## src/rtl/mole_scheduler.sv

```systemverilog
// mole_scheduler: whack-a-mole game sequencer (LFSR mole pick, lit window, hit/miss scoring).
// Optional feature macro SCHED_SPEEDUP_EN: lit window shrinks after every hit down to a floor.
module mole_scheduler #(
  parameter int         N_MOLES   = 4,
  parameter int         WIN_CYC   = 1000,
  parameter int         GAP_CYC   = 200,
  parameter int         MAX_MISS  = 3,
  parameter int         SCORE_W   = 8,
  parameter logic [7:0] LFSR_SEED = 8'hA5
) (
  input  logic               clk,
  input  logic               rst,
  input  logic               start,
  input  logic [N_MOLES-1:0] btn,
  output logic [N_MOLES-1:0] mole,
  output logic [SCORE_W-1:0] score,
  output logic [3:0]         misses,
  output logic               hit_pulse,
  output logic               miss_pulse,
  output logic               busy,
  output logic               game_over
);

  localparam int PW   = (N_MOLES > 1) ? $clog2(N_MOLES) : 1;
  localparam int TMAX = (WIN_CYC > GAP_CYC) ? WIN_CYC : GAP_CYC;
  localparam int TW   = $clog2(TMAX + 1);

  localparam logic [TW-1:0]      GAP_LOAD  = TW'(GAP_CYC - 1);
  localparam logic [TW-1:0]      WIN_INIT  = TW'(WIN_CYC);
  localparam logic [3:0]         MISS_LIM  = 4'(MAX_MISS);
  localparam logic [SCORE_W-1:0] SCORE_MAX = {SCORE_W{1'b1}};

  localparam logic [2:0] ST_IDLE   = 3'd0;
  localparam logic [2:0] ST_GAP    = 3'd1;
  localparam logic [2:0] ST_SPAWN  = 3'd2;
  localparam logic [2:0] ST_ACTIVE = 3'd3;
  localparam logic [2:0] ST_OVER   = 3'd4;

  function automatic logic [7:0] lfsr_next(input logic [7:0] v);
    return {v[6:0], v[7] ^ v[5] ^ v[4] ^ v[3]};
  endfunction

  function automatic logic [N_MOLES-1:0] onehot(input logic [PW-1:0] p);
    return {{(N_MOLES-1){1'b0}}, 1'b1} << p;
  endfunction

  logic [2:0]         state_r, state_s;
  logic [TW-1:0]      timer_r, timer_s;
  logic [N_MOLES-1:0] mole_r, mole_s;
  logic [N_MOLES-1:0] btn_q_r, press_s;
  logic [SCORE_W-1:0] score_r, score_s;
  logic [3:0]         misses_r, misses_s;
  logic               hit_r, hit_s, miss_r, miss_s;
  logic               busy_r, over_r;
  logic [7:0]         lfsr_r;
  logic [PW-1:0]      prev_pos_r, prev_pos_s, raw_pos_s, spawn_pos_s;
  logic [TW-1:0]      win_len_s;

`ifdef SCHED_SPEEDUP_EN
  localparam logic [TW-1:0] WIN_STEP  = TW'(WIN_CYC >> 3);
  localparam logic [TW-1:0] WIN_FLOOR = TW'(WIN_CYC >> 2);
  logic [TW-1:0] win_len_r, win_len_nx_s;
  assign win_len_s = win_len_r;
`else
  assign win_len_s = WIN_INIT;
`endif

  assign press_s   = btn & ~btn_q_r;
  assign raw_pos_s = PW'(lfsr_r % 8'(N_MOLES));

  // Spawn position: never repeat the previous mole, step to the next one instead.
  always_comb begin
    if (raw_pos_s != prev_pos_r) begin
      spawn_pos_s = raw_pos_s;
    end else if (raw_pos_s == PW'(N_MOLES - 1)) begin
      spawn_pos_s = {PW{1'b0}};
    end else begin
      spawn_pos_s = raw_pos_s + PW'(1'b1);
    end
  end

  // Game FSM next-state and datapath updates.
  always_comb begin
    state_s    = state_r;
    timer_s    = timer_r;
    mole_s     = mole_r;
    score_s    = score_r;
    misses_s   = misses_r;
    prev_pos_s = prev_pos_r;
    hit_s      = 1'b0;
    miss_s     = 1'b0;
`ifdef SCHED_SPEEDUP_EN
    win_len_nx_s = win_len_r;
`endif
    case (state_r)
      ST_IDLE, ST_OVER: begin
        mole_s = {N_MOLES{1'b0}};
        if (start) begin
          score_s  = {SCORE_W{1'b0}};
          misses_s = 4'd0;
          timer_s  = GAP_LOAD;
          state_s  = ST_GAP;
`ifdef SCHED_SPEEDUP_EN
          win_len_nx_s = WIN_INIT;
`endif
        end else begin
          state_s = state_r;
        end
      end
      ST_GAP: begin
        if (timer_r == {TW{1'b0}}) begin
          state_s = ST_SPAWN;
        end else begin
          timer_s = timer_r - TW'(1'b1);
        end
      end
      ST_SPAWN: begin
        mole_s     = onehot(spawn_pos_s);
        prev_pos_s = spawn_pos_s;
        timer_s    = win_len_s - TW'(1'b1);
        state_s    = ST_ACTIVE;
      end
      ST_ACTIVE: begin
        // A lit press wins over the timeout, even on the final lit cycle.
        if (press_s[prev_pos_r]) begin
          hit_s   = 1'b1;
          mole_s  = {N_MOLES{1'b0}};
          timer_s = GAP_LOAD;
          state_s = ST_GAP;
          if (score_r != SCORE_MAX) begin
            score_s = score_r + SCORE_W'(1'b1);
          end else begin
            score_s = score_r;
          end
`ifdef SCHED_SPEEDUP_EN
          if (win_len_r >= WIN_FLOOR + WIN_STEP) begin
            win_len_nx_s = win_len_r - WIN_STEP;
          end else begin
            win_len_nx_s = WIN_FLOOR;
          end
`endif
        end else if (timer_r == {TW{1'b0}}) begin
          miss_s   = 1'b1;
          mole_s   = {N_MOLES{1'b0}};
          misses_s = misses_r + 4'd1;
          if (misses_s == MISS_LIM) begin
            state_s = ST_OVER;
          end else begin
            timer_s = GAP_LOAD;
            state_s = ST_GAP;
          end
        end else begin
          timer_s = timer_r - TW'(1'b1);
        end
      end
      default: begin
        state_s = ST_IDLE;
        mole_s  = {N_MOLES{1'b0}};
      end
    endcase
  end

  // State, counters and registered outputs.
  always_ff @(posedge clk or negedge rst) begin
    if (!rst) begin
      state_r    <= ST_IDLE;
      timer_r    <= {TW{1'b0}};
      mole_r     <= {N_MOLES{1'b0}};
      score_r    <= {SCORE_W{1'b0}};
      misses_r   <= 4'd0;
      hit_r      <= 1'b0;
      miss_r     <= 1'b0;
      busy_r     <= 1'b0;
      over_r     <= 1'b0;
      btn_q_r    <= {N_MOLES{1'b0}};
      lfsr_r     <= LFSR_SEED;
      prev_pos_r <= {PW{1'b0}};
    end else begin
      state_r    <= state_s;
      timer_r    <= timer_s;
      mole_r     <= mole_s;
      score_r    <= score_s;
      misses_r   <= misses_s;
      hit_r      <= hit_s;
      miss_r     <= miss_s;
      busy_r     <= (state_s == ST_GAP) || (state_s == ST_SPAWN) || (state_s == ST_ACTIVE);
      over_r     <= (state_s == ST_OVER);
      btn_q_r    <= btn;
      lfsr_r     <= lfsr_next(lfsr_r);
      prev_pos_r <= prev_pos_s;
    end
  end

`ifdef SCHED_SPEEDUP_EN
  // Current lit-window length, shrunk on every hit.
  always_ff @(posedge clk or negedge rst) begin
    if (!rst) begin
      win_len_r <= WIN_INIT;
    end else begin
      win_len_r <= win_len_nx_s;
    end
  end
`endif

  assign mole       = mole_r;
  assign score      = score_r;
  assign misses     = misses_r;
  assign hit_pulse  = hit_r;
  assign miss_pulse = miss_r;
  assign busy       = busy_r;
  assign game_over  = over_r;

endmodule

```

## config.mk

```make
export PLATFORM = sky130hd
export DESIGN_NAME = mole_scheduler
export DESIGN_NICKNAME = d
export VERILOG_FILES = /design/src/rtl/mole_scheduler.sv
export SDC_FILE = /design/constraint.sdc
export NUM_CORES = 1
export LEC_CHECK = 0
export CAP_MARGIN = 20
export CORE_MARGIN = 4
export CORE_UTILIZATION = 40
export DETAILED_ROUTE_END_ITERATION = 6
export PLACE_DENSITY = 0.64
export SLEW_MARGIN = 10
export SYNTH_ARGS = -nofsm -noshare
export SYNTH_HDL_FRONTEND = slang
export SYNTH_SLANG_ARGS = --single-unit
```

## constraint.sdc

```tcl
create_clock -name clk -period 2.9 [get_ports clk]
set_input_delay 0.29 -clock clk [delete_from_list [all_inputs] [get_ports clk]]
set_output_delay 0.29 -clock clk [all_outputs]
set_load 0.03 [all_outputs]
```

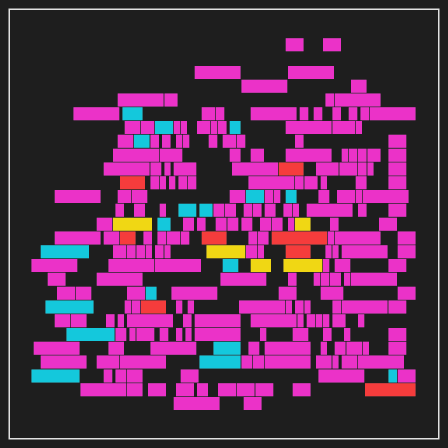
Fig. 1. Drive-strength map (run 1).
legend:
  _3 and _4 cells:
    color: yellow
    cells: 5
    share: 2.0%
  _6 and larger:
    color: red
    cells: 8
    share: 3.1%
    most_used: clkbuf_8
  _2 cells:
    color: cyan
    cells: 18
    share: 7.1%
    most_used: dfstp_2
  _0 and _1 cells:
    color: magenta
    cells: 224
    share: 88%
    most_used: dfrtp_1

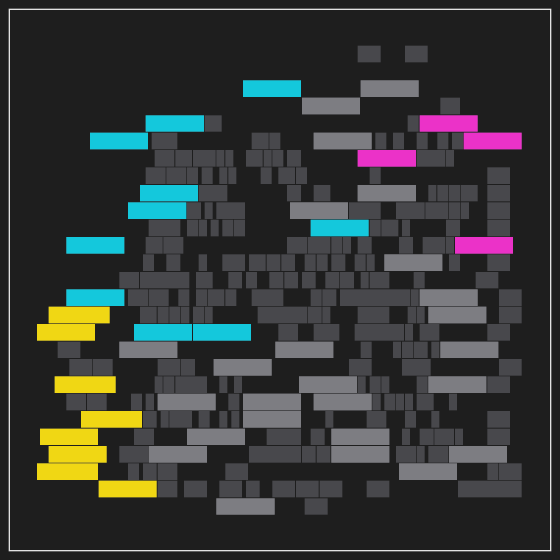
Fig. 2. Where the registers sit (run 1).
Other sequential cells in the stronger gray, the rest of the logic in the fainter gray.
legend:
  lfsr_r:
    color: yellow
    placed_flops: 8
    where: lower left
  timer_r:
    color: cyan
    placed_flops: 10
  misses:
    color: magenta
    placed_flops: 4
    where: upper right
not colored: 25

==> impl_metrics.json, run 1 <==
{
  "htree_num_levels": 2,
  "top_register": "timer_r",
  "critPathKind": "reg2reg",
  "gr-usage-met3_pct": 3.83,
  "r2r_start": "timer_r[5]$_DFFE_PN0P_",
  "clockPowerShare_pct": 24.7,
  "cp_max_fo": 8,
  "fillers": 504,
  "p_int_mw": 1.29,
  "ant_nets": 0,
  "max_cap_viol_count": 0,
  "path_cells": "nor4_4 > nand3_2 > a2111oi_2 > nand2_2 > mux2_2",
  "chipArea_um2": 7120,
  "power_density_nw_per_um2": 719,
  "hpwl_mm": 3.23,
  "top_cells_by_count": "43 x dfrtp_1, 25 x nand2_1, 19 x o21ai_0",
  "top_cell_area_share_pct": 46.1,
  "design_power_total_mw": 2.02,
  "crit_start": "timer_r[5]$_DFFE_PN0P_",
  "top_cell": "dfrtp_1",
  "floorplan.nets": 235,
  "rsz0062_at_grt": "false",
  "vias_per_cell": 5.32,
  "track_usage_pct": 13.9,
  "grt_pass1_wl_mm": 7.94,
  "cp-end-kind": "register",
  "ff_type": "dfrtp_1",
  "rows": 27,
  "wirelength_mm": 4.58,
  "wl_met2_mm": 2.16,
  "cpPeakStageDelay_ns": 0.51,
  "reg2reg_depth": 5,
  "yosysSeqAreaShare_pct": 50.6,
  "slew_violations": 0,
  "async_flop_share_pct": 100,
  "cp.required_ns": 3.09,
  "postLayoutCellArea_um2": 2800,
  "layout.nets": 267,
  "yosysTopAreaCell": "dfrtp_1",
  "syn2layout_area_growth_pct": 20.2,
  "grt_util_met2_pct": 21.4,
  "maxPowerGroup": "sequential cells",
  "mostFrequentLayoutCells": "43 x dfrtp_1, 25 x nand2_1, 25 x clkdlybuf4s50_1",
  "status": "finished, final reports clean",
  "crit_buf_inv": 0,
  "fmax_mhz": 444,
  "comb_power_share_pct": 32.1,
  "ios": 27,
  "clock_net_power_mw": 0.498,
  "route.met3.wl_um": 214,
  "gp_congestion": 0.838,
  "setup_viol": 0,
  "place_ws_ns": 0.522,
  "p_leak_nw": 1.17,
  "first_pass_iters": 4,
  "grt-ovfl-total": 0,
  "fin_crit_sh_pct": 77.6,
  "top_cells_by_area": "dfrtp_1 46%, dfstp_2 4.5%, o21ai_0 4.1%",
  "placed_cell_area_um2": 2650,
  "die_w_um": 84.4,
  "wl_met1_mm": 2.14,
  "cp-start-kind": "register",
  "fp_util_pct": 41.9,
  "synth-seq-cells": 47,
  "cts_buffer_depth": 2,
  "grt_util_met1_pct": 18.8,
  "reg2reg_slack_ns": 0.65,
  "netlist_instances": 222,
  "grt-busiest-layer": "met2",
  "cp_data_arrival_time_ns": 2.44,
  "finalSetupTns_ns": 0,
  "grt_pass1_vias": 1647,
  "whs_endpoint": "lfsr_r[7]$_DFF_PN1_",
  "synth.distinct_cells": 53,
  "p_seq_share_pct": 43.2,
  "min_period_ns": 2.25,
  "drt-initial-drc-count": 169,
  "drive_gt1_share_pct": 12.2,
  "cts_resized": 0,
  "edf_count": 0,
  "cts_buffers": 5
}
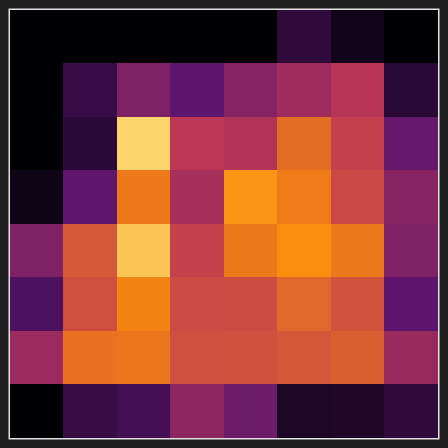
Fig. 3. Cell area per tile (run 1).
8 x 8 tiles, from black (low) to pale yellow (high), 0 to 100% covered.
nearly empty tiles: 14%
densest ninth of the die: center
emptiest ninth of the die: upper left

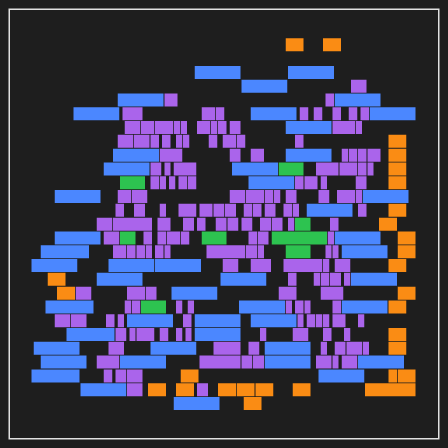
Fig. 4. Placed cells, one color a class (run 1).
legend:
  clock drivers and dummy loads:
    color: green
    cells: 8
    share_of_their_area: 4.3%
  flops:
    color: blue
    cells: 47
    share_of_their_area: 44%
  combinational and other logic:
    color: purple
    cells: 172
    share_of_their_area: 41%
  other buffers and delay cells:
    color: orange
    cells: 28
    share_of_their_area: 11%

[run 1: layout make-up]
class | count | area [µm²] | area share, %
clock buffers | 5 | 68.8 | 2.45
clock inverters | 3 | 47.5 | 1.70
inverters | 6 | 22.5 | 0.803
multi-input cells | 166 | 1100 | 39.3
flip-flops and latches | 47 | 1180 | 42.1
well taps | 72 | 90.1 | 3.21
repair buffers | 28 | 293 | 10.4
[run 1: cell families after synthesis]
group / Yosys count / share of synthesized area [%]
XOR/XNOR: 12 / 4.50
multiplexers: 3 / 1.88
buffers and inverters: 9 / 2.20
adder cells (fa/ha/maj): 6 / 3.22
flip-flops: 47 / 50.6
AND-OR/OR-AND: 50 / 15.8
AND/OR/NAND/NOR: 95 / 21.8
Fig. 5: run 1, congestion heat map
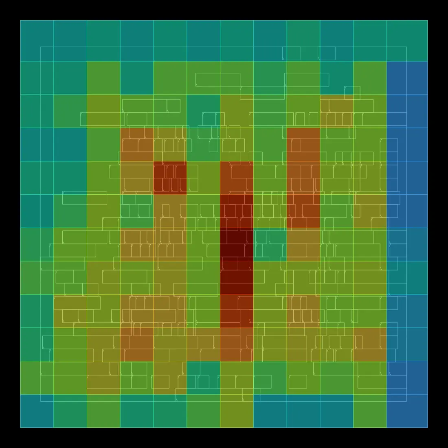

==> inputs of run 2 (changes only) <==
--- a/config.mk
+++ b/config.mk
@@ -9,7 +9,7 @@
 export CORE_MARGIN = 4
 export CORE_UTILIZATION = 40
 export DETAILED_ROUTE_END_ITERATION = 6
-export PLACE_DENSITY = 0.64
+export PLACE_DENSITY = 0.67
 export SLEW_MARGIN = 10
 export SYNTH_ARGS = -nofsm -noshare
 export SYNTH_HDL_FRONTEND = slang
==> constraint.sdc (replaced) <==
create_clock -name clk -period 2 [get_ports clk]
set_input_delay 0.2 -clock clk [delete_from_list [all_inputs] [get_ports clk]]
set_output_delay 0.2 -clock clk [all_outputs]
set_load 0.03 [all_outputs]
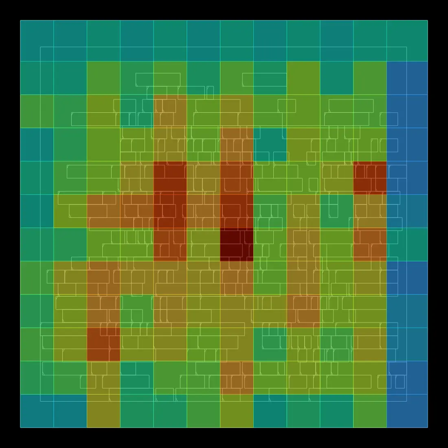
Fig. 6. Congestion heat map (run 2).
met3 usage in global routing: 4.32%
global routing usage on met2: 24.6%
routing usage on met1: 18.5%
GR peak layer: met2
routed length per instance: 13.8 µm

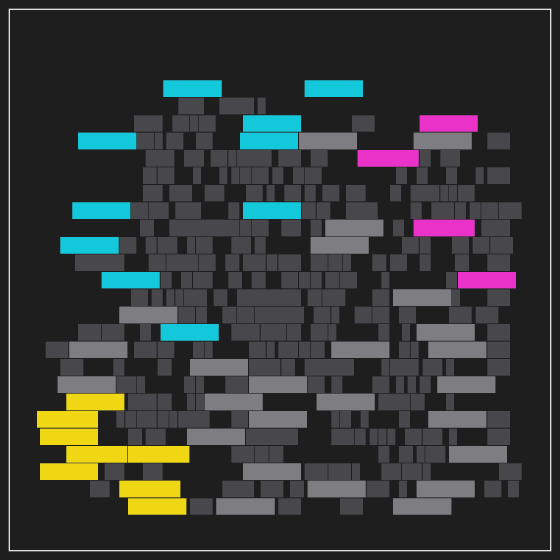
Fig. 7. Where the registers sit (run 2).
Other sequential cells in the stronger gray, the rest of the logic in the fainter gray.
legend:
  lfsr_r:
    color: yellow
    placed_flops: 8
    where: lower left
  timer_r:
    color: cyan
    placed_flops: 10
  misses:
    color: magenta
    placed_flops: 4
not colored: 25

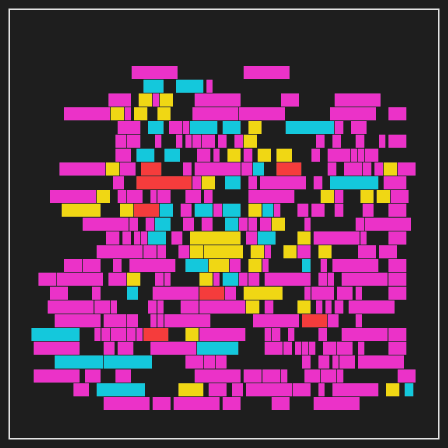
Fig. 8. Drive-strength map (run 2).
legend:
  _0 and _1 cells:
    color: magenta
    cells: 213
    share: 74%
    most_used: dfrtp_1
  _6 and larger:
    color: red
    cells: 7
    share: 2.4%
    most_used: clkbuf_8
  _2 cells:
    color: cyan
    cells: 29
    share: 10%
    most_used: dfstp_2
  _3 and _4 cells:
    color: yellow
    cells: 38
    share: 13%
    most_used: buf_4

==> run 2 against run 1 <==
Net effect: the flow now finishes with violations (setup timing); fmax up 10%; synthesized area unchanged; sequential power up 38%; total power up 62%; critical path type unchanged.
==> impl_metrics.json, run 2 <==
{
  "status": "complete, but fails checks",
  "failed_checks": "setup timing",
  "critPathKind": "reg2reg",
  "p_leak_nw": 1.33,
  "r2r_start": "timer_r[5]$_DFFE_PN0P_",
  "wl_met1_mm": 2.36,
  "place_ws_ns": -0.187,
  "top_cells_by_area": "dfrtp_1 46%, dfstp_2 4.5%, o21ai_0 4.1%",
  "max_cap_viol_count": 0,
  "ios": 27,
  "cp-start-kind": "register",
  "track_usage_pct": 14.8,
  "whs_endpoint": "btn_q_r[0]$_DFF_PN0_",
  "vias_per_cell": 5.23,
  "synth-seq-cells": 47,
  "rows": 27,
  "top_cell_area_share_pct": 46.1,
  "ant_nets": 0,
  "setup_ws_ns": -0.0405,
  "slew_violations": 0,
  "route.met3.wl_um": 183,
  "setup_viol": 3,
  "yosysTopAreaCell": "dfrtp_1",
  "fmax_mhz": 490,
  "syn2layout_area_growth_pct": 32.3,
  "fin_crit_sh_pct": 102,
  "rsz0062_at_grt": "true",
  "reg2reg_slack_ns": -0.04,
  "layout.nets": 299,
  "mostFrequentLayoutCells": "41 x dfrtp_1, 31 x buf_4, 25 x nand2_1, 25 x clkdlybuf4s50_1, 16 x o21ai_0",
  "yosysSeqAreaShare_pct": 50.6,
  "cp_data_arrival_time_ns": 2.24,
  "ys_sh_xor_pct": 4.50,
  "gp_congestion": 0.909,
  "wirelength_mm": 4.95,
  "ys_sh_simple_pct": 21.8,
  "synth.distinct_cells": 53,
  "htree_num_levels": 2,
  "finalSetupTns_ns": -0.0586,
  "chipArea_um2": 7120,
  "reg2reg_depth": 5,
  "top_register": "timer_r",
  "hpwl_mm": 3.44
}
run 2: netlist changes by cell type in the layout (fill, tap and decap cells not counted), sizes merged:
cell    change
a2111o      +1
clkinv      +1
buf        +31
inv         -1
run 2: power groups by stage:
stage	sequential [mW]	combinational, mW	clock [mW]
floorplan	1.29	0.671	0
global placement	1.21	1.21	0
detailed placement	1.22	1.24	0
CTS	1.20	1.32	0.726
global route	1.22	1.49	0.772
finish	1.20	1.37	0.700
run 2: area by class of cell:
cell class | count | area (µm²) | area share [%]
inverter | 6 | 22.5 | 0.730
timing repair buffer | 59 | 509 | 16.5
sequential | 47 | 1180 | 38.3
tap | 72 | 90.1 | 2.92
clock inverter | 3 | 43.8 | 1.42
clock buffer | 5 | 68.8 | 2.23
multi-input combinational | 167 | 1170 | 37.9
Power and IR drop assume default switching activity.
